### config.mk
export PLATFORM = sky130hd
export DESIGN_NAME = corr_search_ctrl
export DESIGN_NICKNAME = d
export VERILOG_FILES = /design/src/rtl/corr_search_ctrl.sv
export SDC_FILE = /design/constraint.sdc
export NUM_CORES = 1
export LEC_CHECK = 0
export ABC_AREA = 1
export CORE_ASPECT_RATIO = 1.25
export CORE_MARGIN = 8
export CORE_UTILIZATION = 50
export DETAILED_ROUTE_END_ITERATION = 10
export GPL_ROUTABILITY_DRIVEN = 0
export GPL_TIMING_DRIVEN = 0
export PLACE_DENSITY = 0.83
export SETUP_SLACK_MARGIN = 0.02
export SLEW_MARGIN = 10
export SYNTH_ARGS = -nofsm -noshare
export SYNTH_HDL_FRONTEND = slang
export SYNTH_SLANG_ARGS = --single-unit
### constraint.sdc
create_clock -name iCLK -period 5.4 [get_ports iCLK]
set_input_delay 0.54 -clock iCLK [delete_from_list [all_inputs] [get_ports iCLK]]
set_output_delay 0.54 -clock iCLK [all_outputs]
set_load 0.005 [all_outputs]
### src/rtl/corr_search_ctrl.sv
// Position-search controller: on each frame-done edge, rasters a candidate point over a
// full or tracking window, requests one correlation per point, and reports the best one.
module corr_search_ctrl #(
  parameter int COORD_W     = 13,
  parameter int CORR_W      = 24,
  parameter int X_START     = 0,
  parameter int X_END       = 639,
  parameter int Y_START     = 0,
  parameter int Y_END       = 479,
  parameter int STEP        = 1,
  parameter int RADIUS      = 16,
  parameter bit MAX_MODE    = 1'b1,
  parameter int LOCK_THRESH = 0
) (
  input  logic               iCLK,
  input  logic               iRST_N,
  input  logic               iFrameDone,
  input  logic               iTrackEn,
  output logic               oCorrReq,
  input  logic               iCorrFinished,
  input  logic [CORR_W-1:0]  iCurrentCorr,
  output logic [COORD_W-1:0] oX,
  output logic [COORD_W-1:0] oY,
  output logic [COORD_W-1:0] oXresult,
  output logic [COORD_W-1:0] oYresult,
  output logic [CORR_W-1:0]  oResultCorr,
  output logic               oLocked,
  output logic               oBusy,
  output logic               oStatusLed,
  output logic               oFinished
);
  localparam int EW = COORD_W + 1;
  typedef logic [EW-1:0] ext_t;
  localparam ext_t XS  = ext_t'(X_START);
  localparam ext_t XE  = ext_t'(X_END);
  localparam ext_t YS  = ext_t'(Y_START);
  localparam ext_t YE  = ext_t'(Y_END);
  localparam ext_t STP = ext_t'(STEP);
  localparam ext_t RAD = ext_t'(RADIUS);
  localparam logic [CORR_W-1:0] THR = CORR_W'(LOCK_THRESH);

  typedef enum logic [1:0] {IDLE, REQ, WAIT, DONE} state_t;

  state_t              state;
  logic                fd_prev, cf_prev;
  ext_t                x0, x1, y0, y1;
  logic [COORD_W-1:0]  best_x, best_y;
  logic [CORR_W-1:0]   best_corr;
  logic                best_valid;

  logic                fd_edge, cf_edge, track;
  ext_t                rx, ry, wx0, wx1, wy0, wy1, nx, ny;
  logic                row_end, scan_end, take, meets;
  logic [COORD_W-1:0]  nb_x, nb_y;
  logic [CORR_W-1:0]   nb_corr;

  always_comb begin
    fd_edge  = iFrameDone & ~fd_prev;
    cf_edge  = iCorrFinished & ~cf_prev;
    track    = iTrackEn & oLocked;
    rx       = {1'b0, oXresult};
    ry       = {1'b0, oYresult};
    // Clamp the tracking window; the compare form avoids underflow at the low edge.
    wx0      = track ? ((rx < XS + RAD) ? XS : rx - RAD) : XS;
    wx1      = track ? ((rx + RAD > XE) ? XE : rx + RAD) : XE;
    wy0      = track ? ((ry < YS + RAD) ? YS : ry - RAD) : YS;
    wy1      = track ? ((ry + RAD > YE) ? YE : ry + RAD) : YE;
    nx       = {1'b0, oX} + STP;
    ny       = {1'b0, oY} + STP;
    row_end  = nx > x1;
    scan_end = ny > y1;
    // Strict comparison so that on ties the earliest point in raster order is kept.
    take     = !best_valid ||
               (MAX_MODE ? (iCurrentCorr > best_corr) : (iCurrentCorr < best_corr));
    nb_corr  = take ? iCurrentCorr : best_corr;
    nb_x     = take ? oX : best_x;
    nb_y     = take ? oY : best_y;
    meets    = MAX_MODE ? (nb_corr >= THR) : (nb_corr <= THR);
  end

  always_ff @(posedge iCLK or negedge iRST_N) begin
    if (!iRST_N) begin
      state       <= IDLE;
      fd_prev     <= 1'b0;
      cf_prev     <= 1'b0;
      x0          <= XS;
      x1          <= XE;
      y0          <= YS;
      y1          <= YE;
      oX          <= COORD_W'(X_START);
      oY          <= COORD_W'(Y_START);
      best_x      <= '0;
      best_y      <= '0;
      best_corr   <= '0;
      best_valid  <= 1'b0;
      oXresult    <= '0;
      oYresult    <= '0;
      oResultCorr <= '0;
      oLocked     <= 1'b0;
      oBusy       <= 1'b0;
      oCorrReq    <= 1'b0;
      oFinished   <= 1'b0;
      oStatusLed  <= 1'b0;
    end else begin
      fd_prev   <= iFrameDone;
      cf_prev   <= iCorrFinished;
      oCorrReq  <= 1'b0;
      oFinished <= 1'b0;
      case (state)
        IDLE: if (fd_edge) begin
          x0         <= wx0;
          x1         <= wx1;
          y0         <= wy0;
          y1         <= wy1;
          oX         <= COORD_W'(wx0);
          oY         <= COORD_W'(wy0);
          best_valid <= 1'b0;
          oCorrReq   <= 1'b1;
          oBusy      <= 1'b1;
          state      <= REQ;
        end
        REQ: state <= WAIT;
        WAIT: if (cf_edge) begin
          best_corr  <= nb_corr;
          best_x     <= nb_x;
          best_y     <= nb_y;
          best_valid <= 1'b1;
          if (!row_end) begin
            oX       <= COORD_W'(nx);
            oCorrReq <= 1'b1;
            state    <= REQ;
          end else begin
            oX <= COORD_W'(x0);
            if (scan_end) begin
              // Results are published on the same edge that raises oFinished.
              oXresult    <= nb_x;
              oYresult    <= nb_y;
              oResultCorr <= nb_corr;
              oLocked     <= meets;
              oStatusLed  <= ~oStatusLed;
              oFinished   <= 1'b1;
              state       <= DONE;
            end else begin
              oY       <= COORD_W'(ny);
              oCorrReq <= 1'b1;
              state    <= REQ;
            end
          end
        end
        DONE: begin
          oBusy <= 1'b0;
          state <= IDLE;
        end
        default: state <= IDLE;
      endcase
    end
  end
endmodule

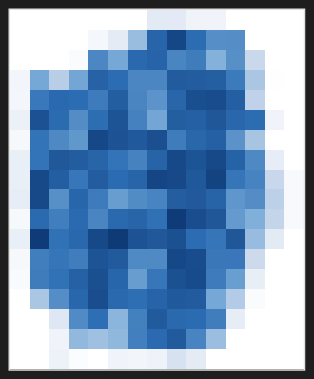
Figure 1: run 1, local utilization.
Drawn at 2 px/µm. The die is cut into 15 by 18 equal tiles; white is low, dark blue is high, 0 to 100% covered.
The densest ninth of the die: centre. The fullest tile reaches 96%. The mean over all tiles is 47%. 22% of the tiles are nearly empty. The emptiest ninth of the die: south-east. 33% of the tiles are over 75% full.
utilization after layout: 60.3%
pre-placement core utilization: 50.4%
floorplan core area: 0.0212 mm²

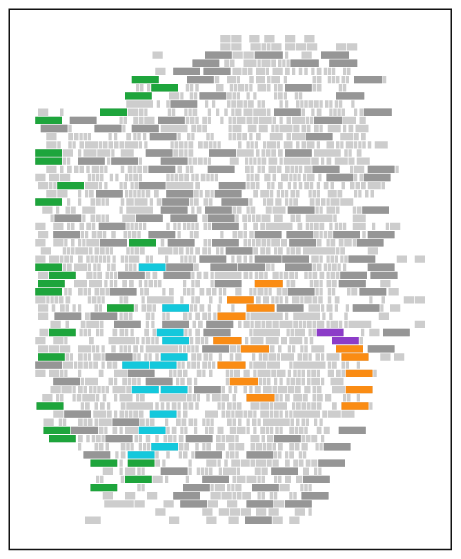
Figure 2: run 1, sequential cells grouped by signal name.
Drawn at 3 px/µm. Other sequential cells in the stronger grey, the rest of the logic in the fainter grey.
Key: green = `oResultCorr` [placed flops 24]; cyan = `best_y` [placed flops 13]; orange = `y1` [placed flops 14]; purple = `state` [placed flops 2]
Another 124 sequential cells are not coloured.
area of all sequential standard cells: 0.00445 mm²
fraction of area in registers: 34.8%
power drawn by the sequential cells: 1.81 mW

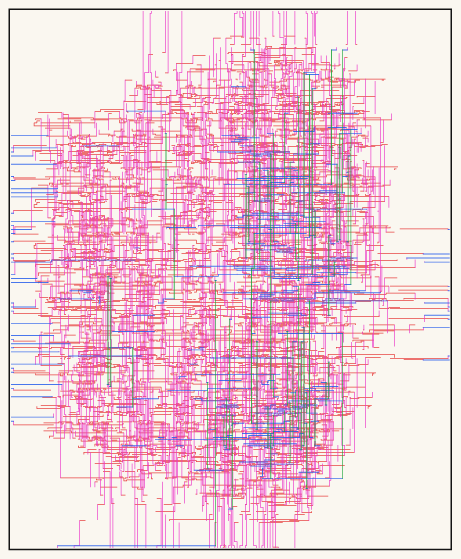
Figure 3: run 1, routed metal, one colour a layer.
Drawn at 3 px/µm.
Key: red = metal 1 [wire length 12000 µm]; blue = metal 3 [wire length 2050 µm]; magenta = metal 2 [wire length 15300 µm]; green = metal 4 [wire length 1680 µm]

==> PnR_summary.wiki, run 1 <==
=== Synthesis and place and route ===
{| class="wikitable"
! Metric !! Value
|-
| Status || finished clean
|-
| Largest net degree at the start of global routing || 95
|-
| Reg power frac || 35.3%
|-
| Later-pin clock latency in the skew report || 440 ps
|-
| Yosys Chip Area || 0.0107 mm²
|-
| Path class of the lowest-slack min-delay path || in -> async
|-
| Number of CTS-inserted buffers || 17
|-
| Synth Flop Type || sky130_fd_sc_hd__dfrtp_1
|-
| Asr flop ratio synth || 100%
|-
| Cell leakage power || 6.85 nW
|-
| WL per Instance || 16.3 µm
|-
| Detailed placer's ending HPWL || 22800 µm
|-
| Max Root-Sink Buffers || 2
|-
| Average size of a mapped cell || 7.25 µm²
|-
| Remaining global-route overflow || 0
|-
| Share of the synthesized netlist area taken by xor and xnor gates || 3.03%
|-
| Max Fclk || 253 MHz
|-
| Net switching fraction of the power || 40.7%
|-
| Setup TNS || 0 ps
|-
| Antenna viol nets, final || 0
|-
| Unique cell type count in the Yosys netlist || 42
|-
| CTS tree || built
|-
| Final setup violation count || 0
|-
| Clock Sink Count || 177
|-
| Aggregate global-route resource usage || 23.6%
|-
| Number of global-route vias before repair || 10500
|-
| Max power group || combinational cells
|-
| DRT iter0 DRCs || 926
|-
| Post-synthesis simple-gate area fraction || 32.9%
|-
| Gate Count Post-Synth || 1476
|-
| Worst hold slack || 82.1 ps
|-
| Io pins || 110
|-
| Number of endpoints with negative hold slack in the final report || 0
|-
| Full die area || 0.0264 mm²
|-
| Stage-log warning count || 29
|-
| Largest area contributor in the netlist || sky130_fd_sc_hd__dfrtp_1
|-
| Combinational Area || 0.00512 mm²
|-
| H-tree levels || 4
|-
| Compound-Gate Fraction of Synth Area || 4.99%
|-
| Final Max Tran Viols || 0
|-
| Power per cell area || 399 mW/mm²
|}
## run 1: metrics by stage
step / worst slack, ps / cells
3_5_place_dp: 1680 / 1865
5_1_grt: 1300 / 1896
4_1_cts: 1580 / 1896
3_3_place_gp: -3520 / 1864
2_1_floorplan: 2490 / 1476
6_report: 1450 / 1896
## run 1: final timing paths
path	to	from	cells past startpoint	slack [ps]
worst max-delay path	oY[2]	oX[0]	17	1450
worst min-delay path	oResultCorr[20]	iRST_N	1	80
worst max register to register	oY[2]	oX[0]	17	1450
worst min register to register	best_y[11]	best_y[11]	2	480
max in group asynchronous	x1[6]	iRST_N	2	4430
min in group iCLK	best_y[11]	best_y[11]	2	480
## run 1: metal layers
metal / vias up / wire [µm] / track usage, % / share of wire, %
li1: 4933 / - / - / -
met1: 4892 / 12000 / 26.8 / 39
met5: - / 0 / 0 / 0
met3: 135 / 2050 / 4.85 / 6.6
met4: 0 / 1680 / 14.2 / 5.4
met2: 441 / 15300 / 40.2 / 49
## run 1: critical path: stages, from the launching register on
cell and delay (ps):
sky130_fd_sc_hd__dfrtp_1 590, sky130_fd_sc_hd__nand3_1 210, sky130_fd_sc_hd__nor2_1 170, sky130_fd_sc_hd__nand2_1 120
sky130_fd_sc_hd__nor3_1 260, sky130_fd_sc_hd__nand2_1 80, sky130_fd_sc_hd__nor4_1 400, sky130_fd_sc_hd__ha_1 340
sky130_fd_sc_hd__nand2_1 110, sky130_fd_sc_hd__o21ai_0 100, sky130_fd_sc_hd__a21oi_1 160, sky130_fd_sc_hd__nand2_2 140
sky130_fd_sc_hd__nand2_1 270, sky130_fd_sc_hd__nand2_1 240, sky130_fd_sc_hd__nand3_1 280, sky130_fd_sc_hd__buf_2 270
sky130_fd_sc_hd__nand2_1 70, sky130_fd_sc_hd__nand2_1 60
## run 1: sequential cells by signal, indices dropped and copies added (netlist names), 2 cells and up
signal / cells
best_corr: 24
best_x: 13
best_y: 13
oResultCorr: 24
oX: 13
oXresult: 13
oY: 13
oYresult: 13
state: 2
x0: 13
x1: 14
y1: 14
## run 1: layout by cell type, fill, tap and decap left out, drive strengths merged, types with 16 or more instances in the layout
| cell | netlist | layout |
|---|---|---|
| buf | 24 | 26 |
| nand3 | 223 | 223 |
| dfstp | 16 | 16 |
| nand4 | 29 | 29 |
| clkbuf | 41 | 59 |
| xor2 | 33 | 33 |
| a21oi | 36 | 36 |
| o21ai | 39 | 39 |
| inv | 224 | 226 |
| nor2 | 84 | 84 |
| nand2 | 450 | 450 |
| clkdlybuf4s50 | 0 | 108 |
| dfrtp | 161 | 161 |
| ha | 59 | 59 |
## run 1: area by class of cell
class,instances,area share (%)
multi-input cells,1007,40.0
plain buffers,65,2.23
flip-flops and latches,177,34.8
clock inverters,13,1.45
repair buffers,110,8.78
inverters,227,6.66
clock buffers,18,3.43
well taps,279,2.73
## run 1: synthesized netlist by cell type, drive strengths merged (16+ instances only)
master  number
nor2        84
nand2      450
o21ai       39
dfstp       16
ha          59
buf         24
a21oi       36
dfrtp      161
xor2        33
nand3      223
clkbuf      41
inv        224
nand4       29
==> run 1 -> run 2 <==
clock period = 4.07 ns   (was 5.4 ns; I/O delays follow)
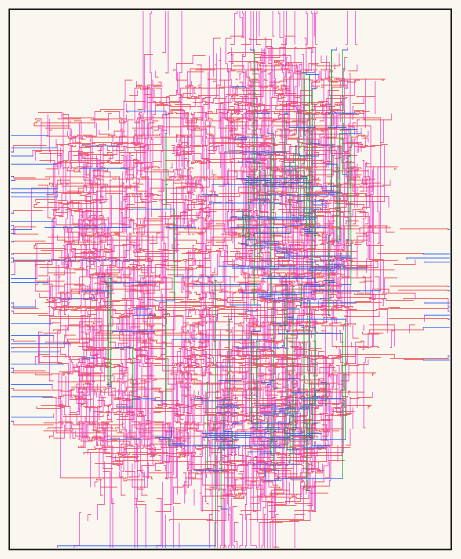
Figure 4: run 2, routed metal, one colour a layer.
Drawn at 3 px/µm.
Key: magenta = metal 2 [wire length 15300 µm]; red = metal 1 [wire length 11900 µm]; blue = metal 3 [wire length 2080 µm]; green = metal 4 [wire length 1700 µm]
WL per Instance: 16.3 µm
total number of vias: 10400
aggregate global-route resource usage: 23.6%
final routed wirelength across all metal layers: 30900 µm

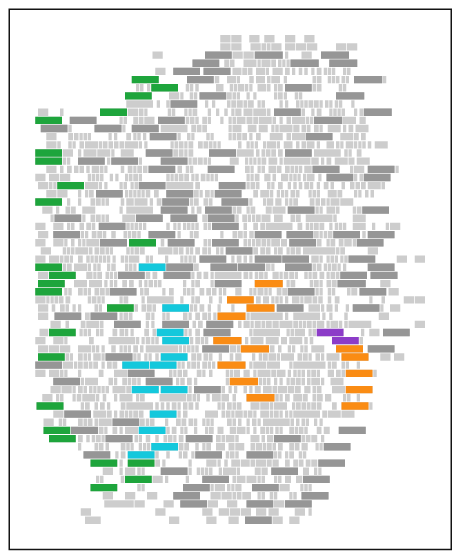
Figure 5: run 2, sequential cells grouped by signal name.
Drawn at 3 px/µm. Other sequential cells in the stronger grey, the rest of the logic in the fainter grey.
Key: cyan = `best_y` [placed flops 13]; orange = `y1` [placed flops 14]; green = `oResultCorr` [placed flops 24]; purple = `state` [placed flops 2]
Another 124 sequential cells are not coloured.
area of all sequential standard cells: 0.00445 mm²
fraction of area in registers: 34.7%

==> run 2 against run 1 <==
Effect of this change:
- clock power increased by 33%
- core utilization increased by 0.053 points
- area after synthesis unchanged
- largest power group unchanged
- sequential share of layout area about the same
- combinational power increased by 33%
==> PnR_summary.wiki, run 2 <==
=== Synthesis and place and route ===
{| class="wikitable"
! Metric !! Value
|-
| Status || finished clean
|-
| H-tree levels || 4 (unchanged)
|-
| Later-pin clock latency in the skew report || 440 ps (about the same)
|-
| Net switching fraction of the power || 40.6% (-0.041 points)
|-
| Detailed placer's ending HPWL || 22800 µm (unchanged)
|-
| Worst hold slack || 441 ps (+359 ps)
|-
| Registers with the highest flip-flop counts || best_corr: 24 flops, oResultCorr: 24 flops
|-
| Pre-placement core utilization || 50.4% (unchanged)
|-
| Sink of the worst hold path || fd_prev
|-
| Commonest non-fill, non-tap cell in the layout || sky130_fd_sc_hd__nand2_1
|-
| Final Max Tran Viols || 0 (unchanged)
|-
| Remaining global-route overflow || 0 (unchanged)
|-
| Reg power frac || 35.4% (about the same)
|-
| Number of global-route vias before repair || 10500 (unchanged)
|-
| Stage-log warning count || 29 (unchanged)
|-
| Synth Flop Type || sky130_fd_sc_hd__dfrtp_1
|-
| Top delay family on crit path || simple AND/OR/NAND/NOR gates
|-
| Cell with the most instances on the worst path || sky130_fd_sc_hd__nand2_1
|-
| DRT iter0 DRCs || 911 (-1.6%)
|-
| Full die area || 0.0264 mm² (unchanged)
|-
| Number of endpoints with negative hold slack in the final report || 0 (unchanged)
|-
| Startpoint of the worst-slack reg-to-reg timing path || oX[1]
|-
| Max Fclk || 260 MHz (+2.6%)
|-
| Power per cell area || 529 mW/mm² (+33%)
|-
| Logic depth of the worst register-to-register path || 17 (unchanged)
|-
| Cell leakage power || 6.86 nW (about the same)
|-
| Max Root-Sink Buffers || 2 (unchanged)
|-
| Hold wc startpoint || iFrameDone
|-
| Commonest cells post-synth || 449 x sky130_fd_sc_hd__nand2_1, 222 x sky130_fd_sc_hd__nand3_1, 219 x sky130_fd_sc_hd__inv_1, 161 x sky130_fd_sc_hd__dfrtp_1, 80 x sky130_fd_sc_hd__nor2_1
|-
| Floorplan core area || 0.0212 mm² (unchanged)
|-
| FF-to-FF End || oY[8]
|-
| Antenna viol nets, final || 0 (unchanged)
|-
| CTS tree || built
|-
| Number of stages on the worst setup path || 17 (unchanged)
|-
| Gate Count Post-Synth || 1476 (unchanged)
|-
| Leading cell type by number of instances after synthesis || sky130_fd_sc_hd__nand2_1
|-
| Yosys Chip Area || 0.0107 mm² (unchanged)
|-
| Clock Sink Count || 177 (unchanged)
|-
| Non-filler instance count after layout || 1897 (+0.053%)
|-
| Final setup violation count || 0 (unchanged)
|}
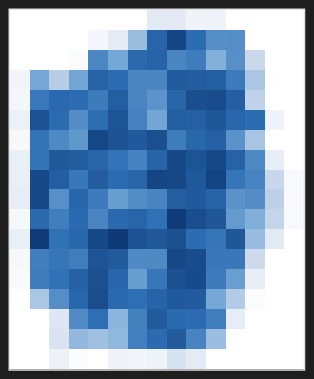
Figure 6: run 2, local utilization.
Drawn at 2 px/µm. The die is cut into 15 by 18 equal tiles; white is low, dark blue is high, 0 to 100% covered.
The emptiest ninth of the die: south-east. The mean over all tiles is 47%. The fullest tile reaches 96%.

[run 2: cell counts after synthesis]
No cell type changed its count.
[run 2: cell families after synthesis]
logic type                 after synthesis  synth area share, %
and+or+nand+nor                        815                 32.9
buffers and inverters                  292                 10.6
DFF                                    177                 41.6
xor gates and xnor gates                37                 3.03
adders and majority gates               59                 6.90
AOI/OAI and AO/OA                       96                 4.99
[run 2: worst reg2reg max path, cell delays in order (launching register included)]
cell and delay [ps]:
sky130_fd_sc_hd__dfrtp_1 530, sky130_fd_sc_hd__nand3_1 210, sky130_fd_sc_hd__nor2_1 180, sky130_fd_sc_hd__nand2_1 120, sky130_fd_sc_hd__nor3_1 260, sky130_fd_sc_hd__nand2_1 90
sky130_fd_sc_hd__nor4_1 390, sky130_fd_sc_hd__ha_1 340, sky130_fd_sc_hd__nand2_1 110, sky130_fd_sc_hd__o21ai_0 100, sky130_fd_sc_hd__a21oi_1 160, sky130_fd_sc_hd__nand2_2 140
sky130_fd_sc_hd__nand2_1 250, sky130_fd_sc_hd__nand2_1 240, sky130_fd_sc_hd__nand3_1 260, sky130_fd_sc_hd__buf_2 270, sky130_fd_sc_hd__nand2_1 80, sky130_fd_sc_hd__nand2_1 60
[run 2: area by class of cell]
class | count | area, µm²
clock buffers | 18 | 439
plain buffers | 65 | 285
multi-input cells | 1007 | 5120
fillers | 1782 | 8430
well taps | 279 | 349
clock inverters | 13 | 185
flip-flops and latches | 177 | 4450
inverters | 227 | 852
repair buffers | 111 | 1130
[run 2: what timing repair did]
item | 4_1_cts | 5_1_grt
resized | 0 | 1
setup endpoints to repair | 0 | 10
hold buffers | 1 | 0
hold endpoints to repair | 11 | 0
[run 2: worst max-delay path by stage]
stage	startpoint	to
floorplan	oX[0]	oYresult[4]
global placement	iRST_N	x1[7]
detailed placement	oX[0]	oY[8]
finish	oX[1]	oY[8]
CTS	oX[0]	oY[8]
global route	oX[1]	oY[12]
[run 2: metrics by stage]
step	setup WS [ps]	TNS (ps)	cell area, µm²	util [%]
floorplan	1160	0	10700	-
global placement	-4720	-795980	12100	57.2
detailed placement	345	0	12200	57.3
CTS	249	0	12800	60.3
global route	54.5	0	12800	60.3
finish	224	0	12800	60.3
[run 2: power groups by stage]
stage,registers [mW],logic (mW),clock network [mW]
floorplan,2.32,1.74,0
global placement,2.40,2.44,0
detailed placement,2.41,2.53,0
CTS,2.38,2.58,1.78
global route,2.42,2.93,1.85
finish,2.40,2.60,1.78
[run 2: metal layers]
metal  GRT usage [%]  part of all wire [%]  vias to the layer above
met2            40.2                    49                      456
met3            4.85                   6.7                      137
met1            26.8                    38                     4850
met5               0                     0                        -
li1                -                     -                     4926
met4            14.2                   5.5                        0
==> run 2 -> run 3 <==
SLEW_MARGIN = unset   (was 10)
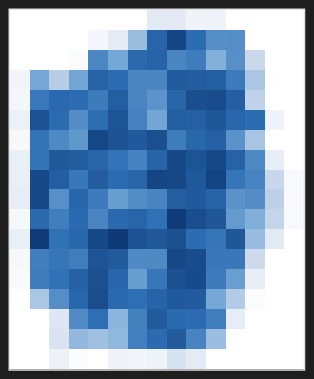
Figure 7: run 3, local utilization.
Drawn at 2 px/µm. The die is cut into 15 by 18 equal tiles; white is low, dark blue is high, 0 to 100% covered.
The emptiest ninth of the die: south-east. 22% of the tiles are nearly empty. The mean over all tiles is 47%. The densest ninth of the die: centre. 33% of the tiles are over 75% full. The fullest tile reaches 96%.

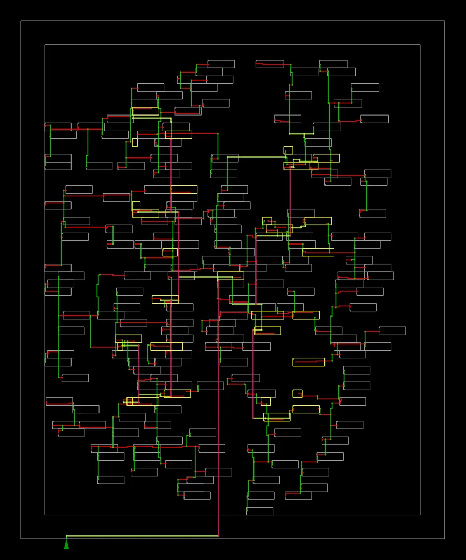
Figure 8: run 3, the clock network.
later-pin clock latency in the skew report: 440 ps
Final Skew: 7.30 ps
power in the clock group: 1.78 mW
Clock buffer cells: 18
number of CTS-inserted buffers: 17

==> run 3 against run 2 <==
Effect of this change:
- sequential power is essentially flat
- routed wire length is the same
- largest cell class unchanged
- power is the same
- sequential share of layout area is the same
- via count is the same
- synthesized cell count is the same
- combinational power is essentially flat
- worst hold slack is the same
==> PnR_summary.wiki, run 3 <==
=== Synthesis and place and route ===
{| class="wikitable"
! Metric !! Value
|-
| Status || finished clean
|-
| Aggregate global-route resource usage || 23.6% (unchanged)
|-
| H-tree levels || 4 (unchanged)
|-
| Commonest cells post-synth || 449 x sky130_fd_sc_hd__nand2_1, 222 x sky130_fd_sc_hd__nand3_1, 219 x sky130_fd_sc_hd__inv_1, 161 x sky130_fd_sc_hd__dfrtp_1, 80 x sky130_fd_sc_hd__nor2_1
|-
| Wire length of the first global-routing pass || 51000 µm
|-
| Count of fill cells added during filler insertion || 1782 (unchanged)
|-
| DRT iter0 DRCs || 911 (unchanged)
|-
| CTS tree || built
|-
| Number of endpoints with negative hold slack in the final report || 0 (unchanged)
|-
| Yosys Chip Area || 0.0107 mm² (unchanged)
|-
| Utilization after layout || 60.3% (unchanged)
|-
| Total number of vias || 10400 (unchanged)
|-
| Pre-placement core utilization || 50.4% (unchanged)
|-
| Leading cell type by number of instances after synthesis || sky130_fd_sc_hd__nand2_1
|-
| Cell leakage power || 6.86 nW (unchanged)
|-
| Remaining global-route overflow || 0 (unchanged)
|-
| Clock Sink Count || 177 (unchanged)
|-
| Max Root-Sink Buffers || 2 (unchanged)
|-
| Worst hold slack || 441 ps (unchanged)
|-
| Net switching fraction of the power || 40.6% (unchanged)
|-
| Commonest non-fill, non-tap cell in the layout || sky130_fd_sc_hd__nand2_1
|-
| Int Pwr || 4.02 mW
|-
| Floorplan core area || 0.0212 mm² (unchanged)
|-
| Number of global-route vias before repair || 10500 (unchanged)
|-
| Pre-CTS worst setup slack || 345 ps (unchanged)
|-
| Final setup violation count || 0 (unchanged)
|-
| Synth Flop Type || sky130_fd_sc_hd__dfrtp_1
|-
| Stage-log warning count || 29 (unchanged)
|-
| Antenna viol nets, final || 0 (unchanged)
|-
| Syn-to-layout area delta || 19.7%
|-
| Non-filler instance count after layout || 1897 (unchanged)
|-
| Cell total in the yosys stat output || 1476
|-
| WL per Instance || 16.3 µm (unchanged)
|-
| Gate Count Post-Synth || 1476 (unchanged)
|-
| Detailed placer's ending HPWL || 22800 µm (unchanged)
|-
| Registers with the highest flip-flop counts || best_corr: 24 flops, oResultCorr: 24 flops
|-
| Final Max Tran Viols || 0 (unchanged)
|-
| Warning count from the yosys run || 0
|-
| Max Fclk || 260 MHz (unchanged)
|-
| Setup slack of the critical path after layout || 224 ps (unchanged)
|-
| Final routed wirelength across all metal layers || 30900 µm (unchanged)
|}
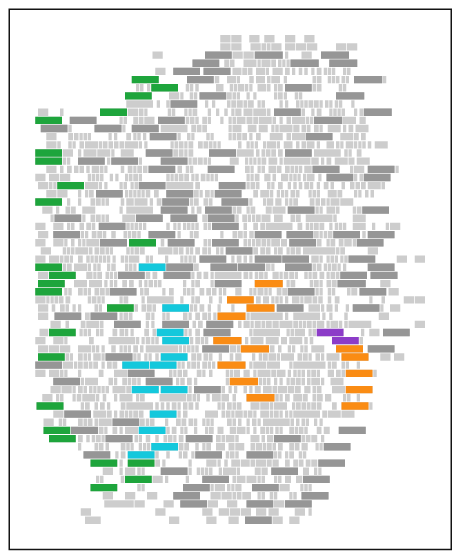
Figure 9: run 3, sequential cells grouped by signal name.
Drawn at 3 px/µm. Other sequential cells in the stronger grey, the rest of the logic in the fainter grey.
Key: cyan = `best_y` [placed flops 13]; orange = `y1` [placed flops 14]; purple = `state` [placed flops 2]; green = `oResultCorr` [placed flops 24]
Another 124 sequential cells are not coloured.

==> run 3: cell counts in the layout (fill, tap and decap cells not counted) <==
Identical to the previous run, type by type.
==> run 3: stage by stage <==
stage	area, µm²	TNS, ps
3_3_place_gp	12100	-795980
4_1_cts	12800	0
3_5_place_dp	12200	0
2_1_floorplan	10700	0
5_1_grt	12800	0
6_report	12800	0
==> run 3: worst paths after layout <==
| check | depth (start not counted) | start | end |
|---|---|---|---|
| worst min-delay path | 1 | iFrameDone | fd_prev |
| max in group asynchronous | 3 | iRST_N | x1[6] |
| worst min register to register | 2 | best_x[11] | best_x[11] |
| min in group asynchronous | 2 | iRST_N | oResultCorr[20] |
| worst max-delay path | 17 | oX[1] | oY[8] |
| worst max register to register | 17 | oX[1] | oY[8] |
==> run 3: routing by layer <==
| layer | wire (µm) | vias up | GRT usage, % |
|---|---|---|---|
| met5 | 0 | - | 0 |
| met4 | 1700 | 0 | 14.2 |
| met3 | 2080 | 137 | 4.85 |
| met2 | 15300 | 456 | 40.2 |
| met1 | 11900 | 4850 | 26.8 |
| li1 | - | 4926 | - |
==> run 3: cell families after synthesis <==
family	after synthesis	synth area share [%]
adder cells (fa/ha/maj)	59	6.90
AND/OR/NAND/NOR	815	32.9
AND-OR/OR-AND	96	4.99
flip-flops	177	41.6
buffers and inverters	292	10.6
XOR/XNOR	37	3.03
==> run 3: final cells by class <==
| cell class | instances | area [µm²] | area share (%) |
|---|---|---|---|
| Clock buffer | 18 | 439 | 3.43 |
| Clock inverter | 13 | 185 | 1.45 |
| Timing Repair Buffer | 111 | 1130 | 8.85 |
| Multi-Input combinational cell | 1007 | 5120 | 39.9 |
| Tap cell | 279 | 349 | 2.72 |
| Inverter | 227 | 852 | 6.65 |
| Buffer | 65 | 285 | 2.23 |
| Sequential cell | 177 | 4450 | 34.7 |
==> run 3: critical path: stages, from the launching register on <==
cell and delay [ps]:
sky130_fd_sc_hd__dfrtp_1 530, sky130_fd_sc_hd__nand3_1 200, sky130_fd_sc_hd__nor2_1 180, sky130_fd_sc_hd__nand2_1 120, sky130_fd_sc_hd__nor3_1 260, sky130_fd_sc_hd__nand2_1 80
sky130_fd_sc_hd__nor4_1 390, sky130_fd_sc_hd__ha_1 340, sky130_fd_sc_hd__nand2_1 110, sky130_fd_sc_hd__o21ai_0 100, sky130_fd_sc_hd__a21oi_1 160, sky130_fd_sc_hd__nand2_2 140
sky130_fd_sc_hd__nand2_1 250, sky130_fd_sc_hd__nand2_1 230, sky130_fd_sc_hd__nand3_1 260, sky130_fd_sc_hd__buf_2 270, sky130_fd_sc_hd__nand2_1 80, sky130_fd_sc_hd__nand2_1 60
==> run 3: repair_timing <==
action,4_1_cts,5_1_grt
hold endpoints to repair,11,0
hold buffers,1,0
gates resized,0,1
endpoints found under the setup margin,0,10
==> run 3: power by group through the flow <==
stage	sequential [mW]	clock [mW]	combinational [mW]
floorplan	2.32	0	1.74
global placement	2.40	0	2.44
detailed placement	2.41	0	2.53
CTS	2.38	1.78	2.58
global route	2.42	1.85	2.93
finish	2.40	1.78	2.60
No activity file was given, so power comes from the tool's default toggle rates.
